===== src/rtl/ppu_scanline_buffer.sv =====
// ppu_scanline_buffer
//   Ping-pong scanline buffer between the PPU pixel stream and the VGA driver.
//   One bank captures the current 256-pixel PPU line while the other replays a
//   completed line at 2x scale.
//   Each stored pixel is read for two VGA columns.
//   Each stored line is read for two VGA rows.
//
// Ports
//   clock        : system clock
//   reset        : synchronous active-low reset
//   pix_valid    : PPU pixel strobe
//   pix_x        : PPU column (0..255 valid)
//   pix_y        : PPU line (0..239 valid)
//   pix_index    : PPU palette index to store
//   rd_en        : VGA read strobe
//   rd_x         : VGA column
//   rd_y         : VGA row
//   rd_index     : registered palette index for the palette ROM
//   rd_valid     : rd_index belongs to the previous cycle's rd_en
//   bank_ready   : per-bank line-complete flags
//   underrun_cnt : saturating count of in-window reads from a not-ready bank
//   overrun_cnt  : saturating count of line starts into a still-ready bank

module ppu_scanline_buffer #(
    parameter int         H_OFFSET     = 64,
    parameter logic [4:0] BORDER_IDX   = 5'h0F,
    parameter logic [4:0] UNDERRUN_IDX = 5'h00,
    parameter int         CNT_W        = 8
) (
    input  logic             clock,
    input  logic             reset,
    input  logic             pix_valid,
    input  logic [8:0]       pix_x,
    input  logic [8:0]       pix_y,
    input  logic [4:0]       pix_index,
    input  logic             rd_en,
    input  logic [9:0]       rd_x,
    input  logic [9:0]       rd_y,
    output logic [4:0]       rd_index,
    output logic             rd_valid,
    output logic [1:0]       bank_ready,
    output logic [CNT_W-1:0] underrun_cnt,
    output logic [CNT_W-1:0] overrun_cnt
);

    localparam logic [9:0] X_LO   = 10'(H_OFFSET);
    localparam logic [9:0] X_HI   = 10'(H_OFFSET + 512);
    localparam logic [9:0] X_LAST = 10'(H_OFFSET + 511);

    typedef enum logic {
        IDLE,
        FILL
    } wr_state_t;

    wr_state_t state, state_nxt;

    // Bank in the address MSB: {bank, column}
    logic [4:0] mem [0:511];

    logic       wb, rb;
    logic       pix_ok, line_start, wr_en, line_done;
    logic       rd_in_win, rd_underrun, consume, ovr_hit;
    logic [9:0] rd_off;
    logic [7:0] rd_addr;
    logic [1:0] ready_nxt;
    logic       unused_rd_off;

    // ---------------- write side ----------------
    always_comb begin
        wb         = pix_y[0];
        pix_ok     = pix_valid && (pix_y < 9'd240) && !pix_x[8];
        line_start = pix_ok && (pix_x[7:0] == 8'd0);
        // A restart at column 0 is legal from either state; other columns only land in FILL
        wr_en      = pix_ok && ((state == FILL) || line_start);
        line_done  = wr_en && (pix_x[7:0] == 8'hFF);
        ovr_hit    = line_start && bank_ready[wb];
    end

    always_comb begin
        state_nxt = state;
        if (line_start)
            state_nxt = FILL;
        else if (line_done)
            state_nxt = IDLE;
    end

    always_ff @(posedge clock) begin
        if (!reset)
            state <= IDLE;
        else
            state <= state_nxt;
    end

    // RAM keeps its contents across reset
    always_ff @(posedge clock) begin
        if (wr_en)
            mem[{wb, pix_x[7:0]}] <= pix_index;
    end

    // ---------------- read side ----------------
    always_comb begin
        rb            = rd_y[1];
        rd_in_win     = (rd_x >= X_LO) && (rd_x < X_HI) && (rd_y < 10'd480);
        rd_off        = rd_x - X_LO;
        rd_addr       = rd_off[8:1];
        unused_rd_off = ^{rd_off[9], rd_off[0]};
        rd_underrun   = rd_en && rd_in_win && !bank_ready[rb];
        consume       = rd_en && rd_in_win && rd_y[0] && (rd_x == X_LAST);
    end

    // Clears are applied first so a line completion on the same edge wins
    always_comb begin
        ready_nxt = bank_ready;
        if (consume)
            ready_nxt[rb] = 1'b0;
        if (line_start)
            ready_nxt[wb] = 1'b0;
        if (line_done)
            ready_nxt[wb] = 1'b1;
    end

    always_ff @(posedge clock) begin
        if (!reset) begin
            rd_index     <= BORDER_IDX;
            rd_valid     <= 1'b0;
            bank_ready   <= 2'b00;
            underrun_cnt <= '0;
            overrun_cnt  <= '0;
        end else begin
            rd_valid   <= rd_en;
            bank_ready <= ready_nxt;
            if (rd_en) begin
                if (!rd_in_win)
                    rd_index <= BORDER_IDX;
                else if (!bank_ready[rb])
                    rd_index <= UNDERRUN_IDX;
                else
                    rd_index <= mem[{rb, rd_addr}]; // old data on a same-address write
            end
            if (rd_underrun && (underrun_cnt != '1))
                underrun_cnt <= underrun_cnt + 1'b1;
            if (ovr_hit && (overrun_cnt != '1))
                overrun_cnt <= overrun_cnt + 1'b1;
        end
    end

endmodule


===== config.mk =====
export PLATFORM = sky130hd
export DESIGN_NAME = ppu_scanline_buffer
export DESIGN_NICKNAME = d
export VERILOG_FILES = /design/src/rtl/ppu_scanline_buffer.sv
export SDC_FILE = /design/constraint.sdc
export NUM_CORES = 2
export LEC_CHECK = 0
export CORE_MARGIN = 2
export CORE_UTILIZATION = 56
export DETAILED_ROUTE_END_ITERATION = 7
export PLACE_DENSITY = 0.72
export SKIP_CTS_REPAIR_TIMING = 1
export SLEW_MARGIN = 40
export SYNTH_ARGS = -nofsm -noshare
export SYNTH_HDL_FRONTEND = slang
export SYNTH_SLANG_ARGS = --single-unit

===== constraint.sdc =====
create_clock -name clock -period 5.1 [get_ports clock]
set_input_delay 0.51 -clock clock [delete_from_list [all_inputs] [get_ports clock]]
set_output_delay 0.51 -clock clock [all_outputs]
set_load 0.01 [all_outputs]

==> run notes <==
The flow ran to the end, and the final reports show no timing, DRC or antenna violations. The run gives 0.2175 for the share of total power consumed by net switching. The signal on the critical path passes through clkdlybuf4s50_1 -> nor2_1 -> nand4_1 -> a21oi_2 -> and3b_1 -> nand3_4 -> buf_4 -> nor2_1. Timing startpoint of the critical path: pix_x[3].

The flow measured a signed area growth from synthesis to layout of 11.66%. Class of the tightest hold or removal check: input port to flip-flop. When the netlist entered floorplanning its net count stood at 5,099. Total CTS buffers: 239. The category of cells accounting for the largest share of critical-path delay is simple AND/OR/NAND/NOR gates. The clock tree synthesis step divided the H-tree into 4 levels. The layout net count is 5,311, and the average via count per standard cell is 6.773. In the layout the commonest cells are sky130_fd_sc_hd__edfxtp_1, sky130_fd_sc_hd__mux4_2, sky130_fd_sc_hd__nor2_1. Logic depth along the worst register-to-register path is recorded as 8. The critical path is of the input port to flip-flop type.

The run gives 5,047 as the cell count in the Yosys report. With the cell count of the worst hold path at 1, the count of nets left with antenna violations after detail routing is 0. The count of final max-slew check failures was 0; the synthesis warning total was 0. The clock sink count is 2,585.

The run gives 9299 uW for the net switching power figure. The register share after synthesis is 0.7618. Pin placement for this block handled 71 I/O pins. With the number of cells on the critical path at 8, the power per cell area is 377.0 nW/um^2. TritonCTS built the clock tree. For this sky-water flow run, the detailed-routed wirelength per cell is reported as 34.23 microns.

At the worst endpoint, the arrival time is 4.23 ns. Port buffering added 64 buffers. The worst IR drop on VDD was 0.0003205 V; the maximum achievable frequency was 0.2676 GHz. The tools report the reg-to-reg critical path startpoint as mem[260][2]$_DFFE_PP_.

After layout, the minimum clock period comes to 3.737 ns. The number of hold-slack violations in the final timing report was 0. For the global-route track usage on met2, the log shows 0.4530. Note, the detailed placer reported a final HPWL of 164,000 microns. The first TritonRoute pass finished after 6 iterations.

The register-to-register path setup slack was 2.00 ns; the area of the die was 184,800 sq um. The final clock skew is 0.06318 ns. The endpoint of the worst hold-timing path is mem[261][3]$_DFFE_PP_. The global-route usage over all layers was 0.2912.

The run gives 0 for the reported max-cap violation count. The dominant logic cell type in the layout was sky130_fd_sc_hd__edfxtp_1. The run gives 0.546 as the portion of total power attributed to sequential cells. Looking at the worst setup and hold paths, the clock pins of their registers show a slew of 0.06 ns. The hold slack was 0.07155 ns; the aggregate negative setup slack was 0 ns. After floorplanning, the core was sized to cover 180,500 sq um. The pin closest to its max-slew limit shows a slew of 0.9484 ns. The critical path endpoint was mem[222][3]$_DFFE_PP_. For the part of the power in the clock network, the log shows 0.400. STA lists the endpoint of the worst register-to-register path as rd_index[2]$_SDFFE_PN1P_. The worst setup path is captured at a flip-flop. The largest stage delay on the critical path was 0.81 ns; the number of distinct standard cells referenced by the synthesized netlist was 74. The run gives 11 for the number of antenna violations at the first check in global routing. The power report lists cell-internal power as 33,460 uW. CTS reports a maximum clock tree buffer depth of 3.

Counting both buffers and inverters, the worst setup path holds a total of 2. The run gives 429.9 microns for the horizontal die dimension. STA classifies the critical path startpoint as an input port.

For this run the aggregate overflow at the end of global routing stands at 0. With the post-route clock period utilization at 0.7327, the share of the core filled by cells before placement is 0.5626. The run gives 0 for the detailed-route DRC error count. The cell occurring most often along the worst timing path is sky130_fd_sc_hd__nor2_1. The share of async-settable or async-resettable flops after synthesis works out to 0. Via count of the first global-routing pass: 52,680. The source of the worst hold timing path was pix_index[3]. The run gives 101,600 sq um for the synthesized chip area reported by yosys.

Counting flops with a built-in enable in the synthesized netlist gives 2,560. For reference, the post-synthesis area per instance comes to 20.12 sq um. DRC marker count from the first detailed-route iteration: 8,010. Measured along the y axis, the die boundary spans 429.9 microns. The tools report the number of standard cells after synthesis as 5,047. The share of power burned in combinational logic came out at 0.054.

For the met3 demand-to-capacity share in global routing, the log shows 0.07211. The library cell contributing the largest single delay on the critical path was sky130_fd_sc_hd__clkdlybuf4s50_1. The dominant synthesized flop cell was sky130_fd_sc_hd__edfxtp_1. The largest fanout on the critical path came out at 22.

From the final report, the count of setup violators was given as 0. Setup repair after global routing left no endpoint under its margin. The tools report the worst slew margin relative to its limit as 0.3662.

The root buffer cell chosen for the clock tree is sky130_fd_sc_hd__clkbuf_16. Busiest metal layer after global routing: met2.
## final cells by class
class / instances / area [sq um]
diodes: 5 / 12.51
well taps: 2370 / 2965
clock buffers: 304 / 6246
clock inverters: 137 / 1209
multi-input cells: 2121 / 22420
repair buffers: 301 / 3151
fillers: 11880 / 67130
inverters: 11 / 41.29
flip-flops and latches: 2585 / 77370
## cells by family (layout without fill, tap and decap cells)
logic type                 after synthesis  count (layout)  synth area share
and+or+nand+nor                        834             834           0.03433
DFF                                   2585            2585            0.7618
muxes                                  816             816            0.1501
other                                    0               5                 0
buffers and inverters                  341             753           0.01975
AOI/OAI and AO/OA                      452             452           0.03225
xor gates and xnor gates                14              14          0.001207
adders and majority gates                5               5         0.0006159
## cells in the mapped netlist (12+ instances only)
library cell | n | share of area
sky130_fd_sc_hd__mux4_2 | 564 | 0.13
sky130_fd_sc_hd__o221ai_1 | 47 | 0.0041
sky130_fd_sc_hd__o21ai_0 | 33 | 0.0016
sky130_fd_sc_hd__buf_2 | 84 | 0.0041
sky130_fd_sc_hd__mux2_2 | 13 | 0.0014
sky130_fd_sc_hd__nor2_1 | 556 | 0.021
sky130_fd_sc_hd__edfxtp_1 | 2560 | 0.76
sky130_fd_sc_hd__nor3_1 | 17 | 0.00084
sky130_fd_sc_hd__a22o_1 | 27 | 0.0023
sky130_fd_sc_hd__nor2b_1 | 16 | 0.00099
sky130_fd_sc_hd__nand2_1 | 119 | 0.0044
sky130_fd_sc_hd__buf_4 | 24 | 0.0018
sky130_fd_sc_hd__and2_1 | 14 | 0.00086
sky130_fd_sc_hd__clkbuf_1 | 152 | 0.0056
sky130_fd_sc_hd__buf_6 | 53 | 0.0059
sky130_fd_sc_hd__nand3_1 | 48 | 0.0024
sky130_fd_sc_hd__a22oi_1 | 88 | 0.0065
sky130_fd_sc_hd__a221oi_1 | 21 | 0.0018
sky130_fd_sc_hd__nand4_1 | 20 | 0.0012
sky130_fd_sc_hd__a21oi_1 | 64 | 0.0032
sky130_fd_sc_hd__a211oi_1 | 32 | 0.0024
sky130_fd_sc_hd__a2111oi_0 | 12 | 0.0010
sky130_fd_sc_hd__o22ai_1 | 56 | 0.0034
sky130_fd_sc_hd__mux2i_1 | 239 | 0.024
sky130_fd_sc_hd__dfxtp_1 | 25 | 0.0049
## sequential cells by signal (all words and copies together) (netlist names)
name,count
mem,2560
overrun_cnt,8
underrun_cnt,8
rd_index,5
bank_ready,2
rd_valid,1
state,1
## per-layer routing
metal	up-vias	wire, microns
met5	-	126
met2	3492	126800
li1	21230	-
met4	18	11730
met1	27680	97110
met3	639	32400
## power by group through the flow
stage               Sequential (uW)  Combinational, uW  Clock, uW
floorplan                     23800               1140          0
global placement              23800               2210          0
detailed placement            23800               2250          0
CTS                           23300               2260      17200
global route                  23300               2380      18000
finish                        23300               2310      17100
## metrics by stage
step                      utilization  setup slack [ns]  area, sq um
after floorplan                     -             1.969       101600
after global placement         0.5855            0.6496       105700
after detailed placement       0.5861            0.7259       105800
after CTS                      0.6274             1.604       113300
after global routing           0.6281             1.409       113400
final                          0.6282             1.363       113400
Figure 1. M1 wires.
Scale bar: 100 microns. Supply wires on this layer in grey.
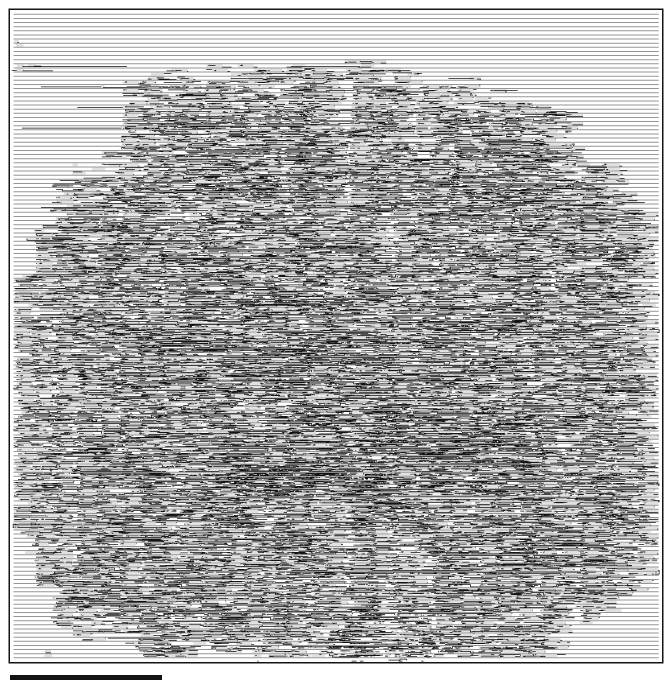
- share of all routed wire: 36%
- longest straight run: 85.6 microns
- wire length on this layer: 97.1 mm
WL final: 268,100 microns
met1 track demand over resource: 0.4015
number of vias in the routed layout: 53,060

Figure 2. Sequential cells grouped by signal name.
Scale bar: 100 microns. Other sequential cells in the stronger grey, the rest of the logic in the fainter grey.
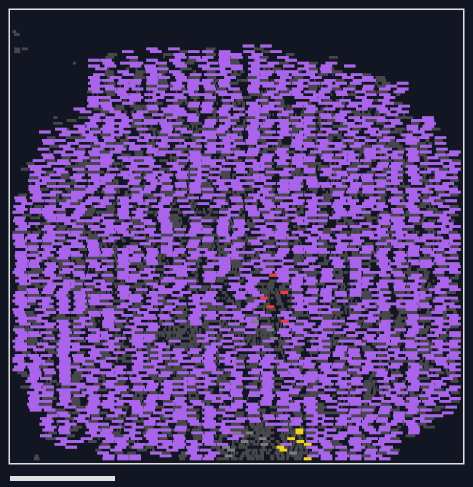
- purple: mem (flops 2,560; where widely spread)
- red: rd_index (flops 5)
- yellow: underrun_cnt (flops 8)

Figure 3. I/O nets highlighted.
Scale bar: 100 microns.
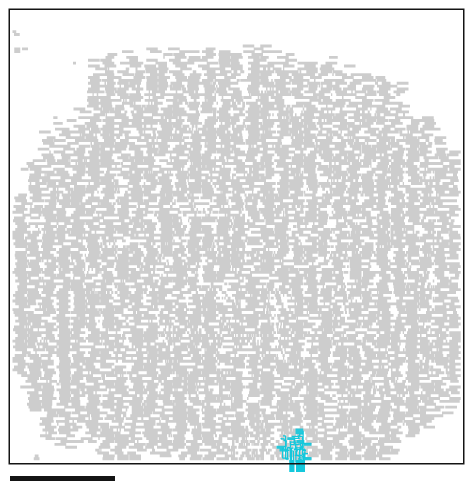
- cyan: underrun_cnt (bits 8; direction output; end cells 8; buffers 8; wire 348 microns)

Power is estimated from default activity; no workload was simulated.
